[config.mk]
export PLATFORM = sky130hd
export DESIGN_NAME = serial_adder_tx
export DESIGN_NICKNAME = d
export VERILOG_FILES = /design/src/rtl/serial_adder_tx.sv
export SDC_FILE = /design/constraint.sdc
export NUM_CORES = 1
export LEC_CHECK = 0
export CORE_MARGIN = 2
export CORE_UTILIZATION = 40
export DETAILED_ROUTE_END_ITERATION = 10
export PLACE_DENSITY = 0.66
export SETUP_SLACK_MARGIN = 0.4
export SYNTH_ARGS = -nofsm -noshare
export SYNTH_HDL_FRONTEND = slang
export SYNTH_SLANG_ARGS = --single-unit
[constraint.sdc]
create_clock -name clk -period 1.5 [get_ports clk]
set_clock_uncertainty 0.05 [all_clocks]
set_input_delay 0.15 -clock clk [delete_from_list [all_inputs] [get_ports clk]]
set_output_delay 0.15 -clock clk [all_outputs]
set_load 0.005 [all_outputs]
[src/rtl/serial_adder_tx.sv]
// Parallel-in, serial-out adder/subtractor: one full adder plus a carry flop, LSB first.
// Latency: serial bits in cycles 1..WIDTH after acceptance, done pulse in cycle WIDTH+1.
// Backpressure: none downstream; upstream sees ready only in IDLE, start ignored otherwise.
module serial_adder_tx #(
    parameter int WIDTH = 4
) (
    input  logic             clk,
    input  logic             reset,
    input  logic             start,
    input  logic             sub,
    input  logic [WIDTH-1:0] a,
    input  logic [WIDTH-1:0] b,
    output logic             ready,
    output logic             s_bit,
    output logic             s_valid,
    output logic             s_last,
    output logic [WIDTH-1:0] sum,
    output logic             cout,
    output logic             ovf,
    output logic             done
);

    typedef enum logic [1:0] {
        IDLE  = 2'd0,
        SHIFT = 2'd1,
        DONE  = 2'd2
    } state_t;

    localparam int              CW   = $clog2(WIDTH);
    localparam logic [CW-1:0]   LAST = CW'(WIDTH - 1);

    state_t             state;
    logic [WIDTH-1:0]   a_sr;
    logic [WIDTH-1:0]   b_sr;
    logic               carry;
    logic [CW-1:0]      count;

    logic               fa_sum;
    logic               fa_carry;
    logic               in_shift;
    logic               at_msb;

    // Single full adder working on the current LSBs of the operand shifters.
    always_comb begin
        fa_sum   = a_sr[0] ^ b_sr[0] ^ carry;
        fa_carry = (a_sr[0] & b_sr[0]) | (a_sr[0] & carry) | (b_sr[0] & carry);
    end

    assign in_shift = (state == SHIFT);
    assign at_msb   = (count == LAST);

    // Serial stream is forced low outside SHIFT so consumers never see stale adder output.
    assign s_bit   = in_shift & fa_sum;
    assign s_valid = in_shift;
    assign s_last  = in_shift & at_msb;
    assign ready   = (state == IDLE);
    assign done    = (state == DONE);

    // Control FSM and datapath registers; subtraction is a + ~b + 1 via the carry seed.
    always_ff @(posedge clk or negedge reset) begin
        if (!reset) begin
            state <= IDLE;
            a_sr  <= '0;
            b_sr  <= '0;
            carry <= 1'b0;
            count <= '0;
            sum   <= '0;
            cout  <= 1'b0;
            ovf   <= 1'b0;
        end else begin
            case (state)
                IDLE: begin
                    if (start) begin
                        a_sr  <= a;
                        b_sr  <= sub ? ~b : b;
                        carry <= sub;
                        count <= '0;
                        sum   <= '0;
                        cout  <= 1'b0;
                        ovf   <= 1'b0;
                        state <= SHIFT;
                    end
                end
                SHIFT: begin
                    carry <= fa_carry;
                    a_sr  <= a_sr >> 1;
                    b_sr  <= b_sr >> 1;
                    sum   <= {fa_sum, sum[WIDTH-1:1]};
                    count <= count + 1'b1;
                    if (at_msb) begin
                        // carry still holds the carry into the MSB at this edge
                        cout  <= fa_carry;
                        ovf   <= carry ^ fa_carry;
                        state <= DONE;
                    end
                end
                DONE: begin
                    state <= IDLE;
                end
                default: begin
                    state <= IDLE;
                end
            endcase
        end
    end

endmodule

==> notes.md <==
run results: Regs by FF count=a_sr x4, b_sr x4, sum x4, Post-CTS Resized=76, worst setup margin=-224.3 ps, Metal-1 WL=1.263 mm, dpl cells=146, Post-Synth Adder-Cell Area=3.417%, sequential cell count=19, Worst EP arrival=1520 ps, drt first-iter violations=19, Sw Pwr=1.307 mW, crit path from=carry, dpl hpwl=1.445 mm, status=complete, but fails checks, Remaining DRCs=0, most instantiated logic cell after routing=buf_4, R2R depth=8, GR Util met3=2.857%, Synth flops=19, Area Overhead vs Synth=81.73%, EDFF count, synth=0, ys async rst share=100.0%, Final Cycle Share=115.0%, failing checks=negative setup slack, mux share=1.183%, CP startpoint kind=flop, WL met2=1.693 mm, # hold bufs at CTS=0, RSZ-0062 raised after global routing=yes, DIE AREA=2787 µm², met2 usage=37.92%, Placer Congestion=0.7745, first-pass GRT wire length=4.457 mm, Slew @ Worst Pin=373.2 ps, worst reg2reg setup slack=-140 ps, number of global-route vias before repair=925, Cell Pwr Density=2084 nW/µm², Synth Area in XOR/XNOR=4.599%, static leakage=0.8319 nW, Insertion Delay late pin=320 ps, sequential share of the synthesized area=49.93%, DR pass1 iterations=4, clk_buf instances=3, nonclk buf count=67, classification of the worst setup path=reg2out, Die W=52.79 µm, diode count=0, Area leader share=49.93%, Root Buffer=clkbuf_4, Non-Clock Buffer Area Fraction=36.08%, combinational power share=67.6%, Min-Delay Path Class=in2async, floorplan utilization=42.63%, post-DR vias/cell=5.230, CTS tree=done, critical path peak fanout=2, Ports=23, biggest cell delay along the critical path=570 ps, count leader, synth=dfrtp_1, dominant register cell=dfrtp_1, final setup vio count=14, top cells, area=dfrtp_1 50%, a22oi_1 6.3%, o21ai_0 4.7%, busiest grt layer=met2, maximum clock rate=580.0 MHz, fill count=141, CTS max path bufs=2, pre-CTS setup slack=-278.5 ps, largest power group=combinational cells, clock sinks=19, share of cells above drive strength 1=55.48%, Fin Hold WS=91.77 ps, Finished Layout Cells=183, Post-Synth AOI/OAI Area=22.73%
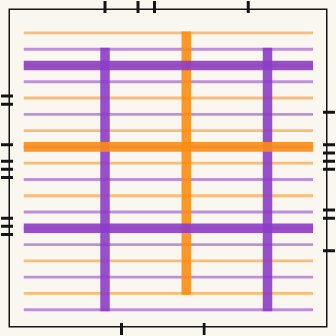
Figure 1: power grid.
Pins as bars on the die edge.
| net | colour |
|---|---|
| VDD | orange |
| VSS | purple |
rows: 17
met5 straps: 3

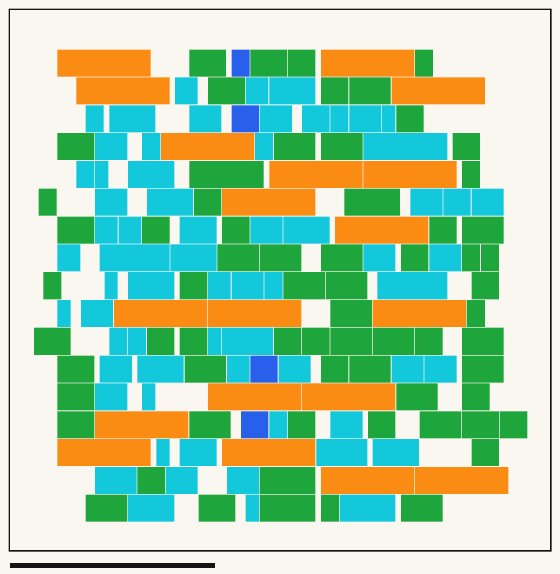
Figure 2: cell classes on the final placement.
The bar under the picture is 20 µm long.
| class | colour | cells | share of their area |
|---|---|---|---|
| clock drivers and dummy loads | blue | 4 | 1.6% |
| flops | orange | 19 | 28% |
| combinational and other logic | cyan | 65 | 34% |
| other buffers and delay cells | green | 67 | 37% |
core area: 2233 µm²
Final Instance Area: 1730 µm²
Util after Layout: 77.48%
site row count: 17

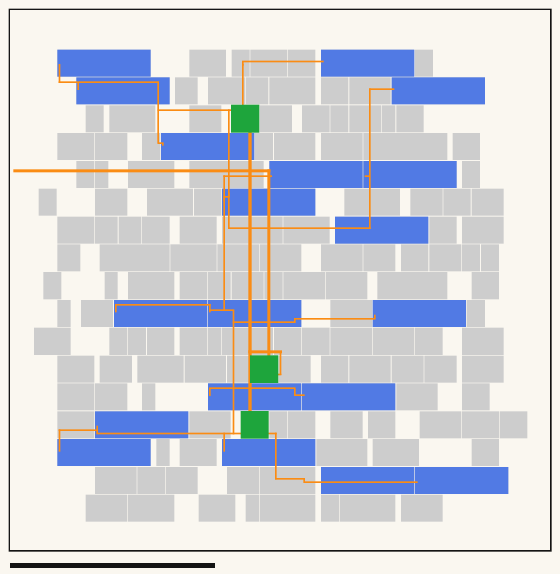
Figure 3: clock distribution.
The bar under the picture is 20 µm long.
[clock wires] orange | length: 279 µm
[flip-flops] blue | count: 19
[clock drivers] green | count: 3
routed clock nets: 4

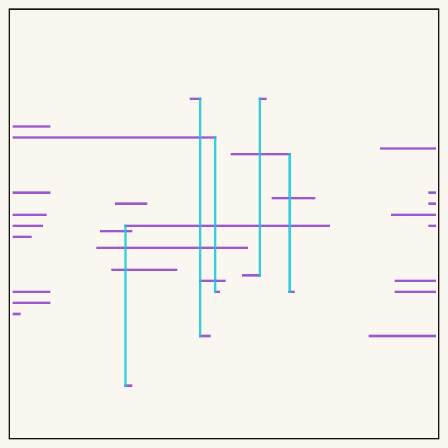
Figure 4: metal layers overlaid.
Only two layers are drawn.
| layer | colour | wire length |
|---|---|---|
| metal 3 | purple | 164 µm |
| metal 4 | cyan | 107 µm |
Total GRT Usage: 23.01%
Vias: 957
drt wl/cell: 17.63 µm
WL final: 3.226 mm

Power and IR drop assume default switching activity.
